--- src/rtl/seq_detector_param.sv ---
// Parametrised serial pattern detector with runtime-loadable pattern/mask.
// Optional saturating match counter enabled by SEQ_DET_COUNT_EN.
module seq_detector_param #(
    parameter int                   PATTERN_W       = 4,
    parameter logic [PATTERN_W-1:0] DEFAULT_PATTERN = 4'b1101,
    parameter logic [PATTERN_W-1:0] DEFAULT_MASK    = '1,
    parameter int                   CNT_W           = 8
) (
    input  logic                               clk,
    input  logic                               rst,
    input  logic                               in_valid,
    input  logic                               in_bit,
    input  logic                               overlap_en,
    input  logic                               load,
    input  logic [PATTERN_W-1:0]               load_pattern,
    input  logic [PATTERN_W-1:0]               load_mask,
    output logic                               match,
    output logic [$clog2(PATTERN_W+1)-1:0]     fill
`ifdef SEQ_DET_COUNT_EN
    ,
    input  logic                               clr_count,
    output logic [CNT_W-1:0]                   match_count
`endif
);

    localparam int FW = $clog2(PATTERN_W + 1);
    localparam logic [FW-1:0] FULL = FW'(PATTERN_W);

    logic [PATTERN_W-1:0] r_pat;
    logic [PATTERN_W-1:0] r_mask;
    logic [PATTERN_W-1:0] r_hist;
    logic [FW-1:0]        r_fill;
    logic                 r_match;

    logic [PATTERN_W-1:0] w_hist_n;
    logic [FW-1:0]        w_fill_n;
    logic                 w_hit;

    // Newest bit enters at the LSB; fill saturates once the window is full.
    always_comb begin
        w_hist_n = {r_hist[PATTERN_W-2:0], in_bit};
        w_fill_n = (r_fill == FULL) ? r_fill : r_fill + FW'(1);
        w_hit    = in_valid && !load && (w_fill_n == FULL) &&
                   (((w_hist_n ^ r_pat) & r_mask) == '0);
    end

    always_ff @(posedge clk or posedge rst) begin
        if (rst) begin
            r_pat   <= DEFAULT_PATTERN;
            r_mask  <= DEFAULT_MASK;
            r_hist  <= '0;
            r_fill  <= '0;
            r_match <= 1'b0;
        end else if (load) begin
            r_pat   <= load_pattern;
            r_mask  <= load_mask;
            r_hist  <= '0;
            r_fill  <= '0;
            r_match <= 1'b0;
        end else if (in_valid) begin
            r_hist  <= w_hist_n;
            r_fill  <= (w_hit && !overlap_en) ? '0 : w_fill_n;
            r_match <= w_hit;
        end else begin
            r_match <= 1'b0;
        end
    end

    assign match = r_match;
    assign fill  = r_fill;

`ifdef SEQ_DET_COUNT_EN
    logic [CNT_W-1:0] r_count;

    // Clear beats a coincident hit; load leaves the count alone.
    always_ff @(posedge clk or posedge rst) begin
        if (rst) begin
            r_count <= '0;
        end else if (clr_count) begin
            r_count <= '0;
        end else if (w_hit && (r_count != '1)) begin
            r_count <= r_count + CNT_W'(1);
        end
    end

    assign match_count = r_count;
`endif

endmodule

--- config.mk ---
export PLATFORM = sky130hd
export DESIGN_NAME = seq_detector_param
export DESIGN_NICKNAME = d
export VERILOG_FILES = /design/src/rtl/seq_detector_param.sv
export SDC_FILE = /design/constraint.sdc
export NUM_CORES = 1
export LEC_CHECK = 0
export CAP_MARGIN = 0
export CORE_MARGIN = 4
export CORE_UTILIZATION = 45
export DETAILED_ROUTE_END_ITERATION = 8
export GPL_TIMING_DRIVEN = 0
export PLACE_DENSITY_LB_ADDON = 0.2
export SLEW_MARGIN = 20
export SYNTH_ARGS = -nofsm -noshare
export SYNTH_HDL_FRONTEND = slang
export SYNTH_SLANG_ARGS = --single-unit
--- constraint.sdc ---
create_clock -name clk -period 3 [get_ports clk]
set_input_delay 0.45 -clock clk [delete_from_list [all_inputs] [get_ports clk]]
set_output_delay 0.45 -clock clk [all_outputs]
set_load 0.03 [all_outputs]
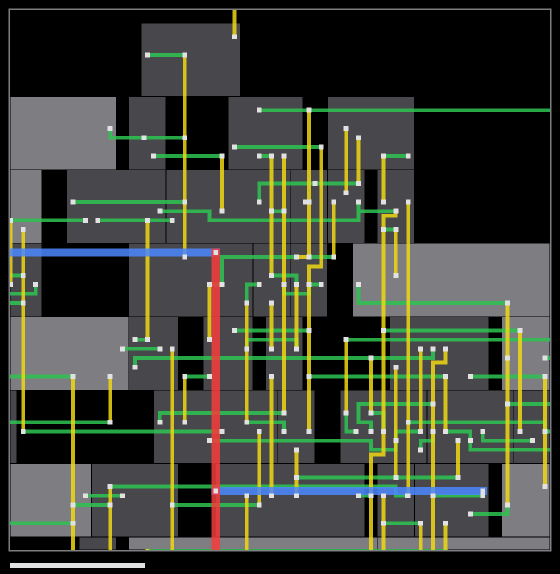
detail.png
Scale bar: 5 um. Window x 14 to 34, y 24 to 44 um. Cells in grey, sequential cells in the stronger grey; small squares are vias.
metal 2 -> yellow
metal 3 -> blue
metal 1 -> green
metal 4 -> red
sequential cells in the window = 1
netlist names of flops here include = fill (1)
cells with their middle in the window = 27
most frequent = nor2_1 (6), nand2_1 (3)

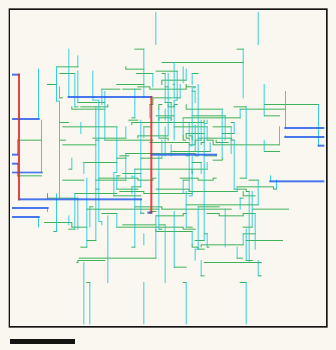
wires.png
Scale bar: 10 um.
metal 4 -> red  # wire length 36.7 um
metal 2 -> cyan  # wire length 573 um
metal 1 -> green  # wire length 516 um
metal 3 -> blue  # wire length 81.6 um
overall global routing resource usage: 0.133
routed length per instance: 12.7 um

==> run summary <==
Flow results are below.

- The highest layer touched by signal routing is met4.
- In this run the tool buffered the top-level ports with 15 buffer cells.
- The clock transition at the registers of the reported paths is around 0.090 ns, for reference.
- Of the total power, the clock network draws 0.265.
- The post-detailed-placement cell area is 901 um^2, for reference.
- The finished layout holds around 95 standard cells, fillers aside.
- The total of cells resized after clock tree synthesis is 0, for reference.
- After the first detailed-routing iteration, the DRC count stood at 4.
- After filler insertion, the fill cell instance count of the layout stands at about 140.
- The half-perimeter wire length of the detailed placement result is ~930 um, for reference.
- The endpoint kind of the worst setup timing path is an output port, for reference.
- The final worst-path setup slack is between 1 and 1.5 ns, for reference.
- The share of total power dissipated in sequential elements is 0.548.
- In this run the tools logged warnings totalling 27.
- The number of placement rows is 14, for reference.
- The clock sink count is 15, for reference.
- Looking at the max-slew report, the worst-margin pin has a slew of 0.552 ns.
- The adder and majority cell fraction of the synthesized area is 0.0342, for reference.
- The share of the synthesized netlist area taken by xor and xnor gates is 0.0599, for reference.
- The horizontal die dimension is between 40 and 50 um, for reference.
- The layout net count is around 96, for reference.
- The number of max-slew violations in the final report is 0, for reference.
- The leakage power of the design is just over 0.4 nW, for reference.
- The number of nets in the synthesized netlist is roughly 76.
- Summed over all instances, the cell type with the most area after synthesis is sky130_fd_sc_hd__dfrtp_1.
- Data on the critical path arrives at its endpoint at approximately 1.5 ns.
- Entering global routing, the biggest net connects 16 pins.
- Per the slew report, the remaining headroom to the max-slew limit stands at 0.631.
- The clock reaches the later pin of the worst-skew pair after about 0.29 ns.
- The final core area utilization is 0.609, for reference.
- The worst IR drop on VDD is 0.273 mV, for reference.
- STA classifies the critical path startpoint as a flip-flop.
- The start-to-end type of the worst setup path is flip-flop to output port, for reference.
- The initial antenna violation count is 0.
- The footprint of the flip-flops and latches is around 380 um^2, for reference.
- The buffer depth of the longest clock path is 2, for reference.
- The sequential cell area fraction in the yosys report is 0.526, for reference.
- The synthesized netlist cell count is ~60, for reference.
- The total stage count of the critical path is 1, for reference.
- Per the run report, area growth between synthesis and finish was 27.1%.
- The first-pass GRT wire length is about 2 mm, for reference.
- The number of CTS-inserted buffers is 3, for reference.
- A synthesized cell averages about 12 um^2.
- 18 I/O pins were placed.
- The sum of routed wire segments on met1 is around 500 um, for reference.
- Note that the worst hold path type here is primary input to async pin.
- The total via count after detailed routing is between 500 and 600, for reference.
- The number of buffer and inverter instances along the worst setup path is 1, for reference.
- The flow ran to the end, and the final reports show no timing, DRC or antenna violations.
- The yosys synthesis chip area is 731 um^2, for reference.
- The area share of and-or/or-and cells after synthesis is 0.0531, for reference.
- The share of the synthesized area in the top cell type is 0.274, for reference.
- Cell internal power was estimated by the tool at between 300 and 400 uW.
- Hold-check failures listed in the final report amount to 0.
- In this run, distinct cell masters in the synthesized netlist total 19.
- The largest non-sequential cell family by area is multiplexers, for reference.
- The residual overflow from global routing is 0, for reference.
- Hold repair after CTS inserted 0 buffers.
- The required time of the worst setup path is approximately 2.6 ns, for reference.
- Nets still carrying antenna violations after routing amount to 0.
- The number of cells in Yosys stat is 60, for reference.
- The net switching fraction of the power is 0.261, for reference.
- Setup repair after global routing left no endpoint under its margin.
- The main area contributors are sky130_fd_sc_hd__dfrtp_1 27%, sky130_fd_sc_hd__dfstp_2 25%, sky130_fd_sc_hd__mux2_2 12%, sky130_fd_sc_hd__mux2i_1 5.5%, sky130_fd_sc_hd__xor2_1 4.8%.
- After synthesis the netlist holds a flip-flop and latch count of 15.
- The power spent charging and discharging nets is roughly 110 uW, for reference.
- Leaving out buffers and inverters, the combinational logic in the layout accounts for approximately 320 um^2.
- The Yosys step of the flow raised 0 warnings.
- Dividing the detail-routed via count by the number of cells gives approximately 5.4.
- The simple-gate portion of the synthesized area is 0.113, for reference.
- The depth of the CTS H-tree is 1, for reference.
- The vertical extent of the die is 48.3 um, for reference.
- The proportion of layout cells with a drive suffix above 1 is 0.329, for reference.
- The maximum fanout along the worst path is 7, for reference.
- The total power divided by cell area is 464 nW/um^2, for reference.
- The number of cells on the worst reg-to-reg path is 6.
- For reference, the mux area share after synthesis is 0.178.
- Before any placement, the netlist area is recorded as between 700 and 800 um^2.
- The wire length on met2 is between 500 and 600 um, for reference.
- In this run the maximum-capacitance check reported violations numbering 0.
- The pre-CTS setup slack is approximately 1.3 ns, for reference.
- RePlAce ended its routability-driven mode at a weighted congestion of approximately 0.69.
- Buffers added to address setup during post-CTS repair amount to 0.
- The time the worst path needs with I/O delays and setup is 1.92 ns, for reference.
- The final antenna diode tally reported by the flow is 0.
- The total negative slack for setup checks is 0 ns, for reference.
- The script parses the final routing iteration and logs DRC violations as 0.
[metrics by stage]
step / power, mW / hold WS [ns]
after floorplan: 0.290 / 0.346
after global placement: 0.320 / 0.520
after detailed placement: 0.322 / 0.529
after CTS: 0.438 / 0.500
after global routing: 0.456 / 0.516
final: 0.431 / 0.499
[per-layer routing]
| metal | GRT usage | vias to the layer above |
|---|---|---|
| met1 | 0.139 | 248 |
| li1 | - | 243 |
| met4 | 0.0968 | 0 |
| met3 | 0.0554 | 5 |
| met2 | 0.214 | 14 |
| met5 | 0 | - |
[cell usage in the layout, fill, tap and decap left out, drive strengths merged]
| master | count |
|---|---|
| ha | 2 |
| nand4b | 1 |
| and3 | 1 |
| clkinv | 1 |
| xor2 | 4 |
| a211oi | 1 |
| dfstp | 7 |
| xnor2 | 1 |
| nor4b | 1 |
| a22oi | 1 |
| buf | 3 |
| inv | 3 |
| nor2 | 8 |
| mux2 | 8 |
| dfrtp | 8 |
| and4 | 1 |
| a21oi | 2 |
| a22o | 1 |
| clkdlybuf4s50 | 15 |
| nand2 | 3 |
| mux2i | 4 |
| clkbuf | 3 |
[cell usage after synthesis (all sizes together)]
cell type,instances
a22o,1
inv,3
nand4b,1
mux2i,4
a211oi,1
mux2,8
ha,2
nand2,3
xor2,4
buf,3
xnor2,1
and3,1
a22oi,1
nor2,8
a21oi,2
and4,1
dfrtp,8
nor4b,1
dfstp,7
[sequential cells by signal (all words and copies together) (netlist names)]
signal and cells:
match 1, r_pat 4, r_mask 4, fill 3, r_hist 3
[power by group through the flow]
stage	clock network [mW]	registers [mW]	logic (mW)
after CTS	0.120	0.236	0.0823
after floorplan	0	0.243	0.0472
final	0.114	0.236	0.0806
after global routing	0.127	0.239	0.0900
after detailed placement	0	0.240	0.0818
after global placement	0	0.239	0.0807
[logic make-up (layout without fill, tap and decap cells)]
kind of cell / after synthesis / in the layout
muxes: 12 / 12
and+or+nand+nor: 15 / 15
adders and majority gates: 2 / 2
buffers and inverters: 6 / 25
AOI/OAI and AO/OA: 5 / 5
DFF: 15 / 15
xor gates and xnor gates: 5 / 5
[path summary, 6_finish.rpt]
path                                    endpoint  slack (ns)                 start
max                                      fill[2]        1.08   fill[2]$_DFFE_PP0P_
max reg2reg                  fill[2]$_DFFE_PP0P_        1.45   fill[0]$_DFFE_PP0P_
min reg2reg                 r_pat[1]$_DFFE_PP0P_        0.54  r_pat[1]$_DFFE_PP0P_
max in group asynchronous  r_mask[0]$_DFFE_PP1P_        2.12                   rst
min in group clk           r_mask[2]$_DFFE_PP1P_        0.50                  load
min                        r_hist[2]$_DFFE_PP0P_        0.50                   rst
[layout make-up]
class                      count  share of cell area
tap                           16              0.0216
timing repair buffer          15               0.162
buffer                         3              0.0162
sequential                    15               0.414
clock inverter                 1             0.00539
multi-input combinational     39               0.345
clock buffer                   3              0.0243
inverter                       3              0.0121
Power figures rest on the tool's default switching activity, not on a simulated workload.
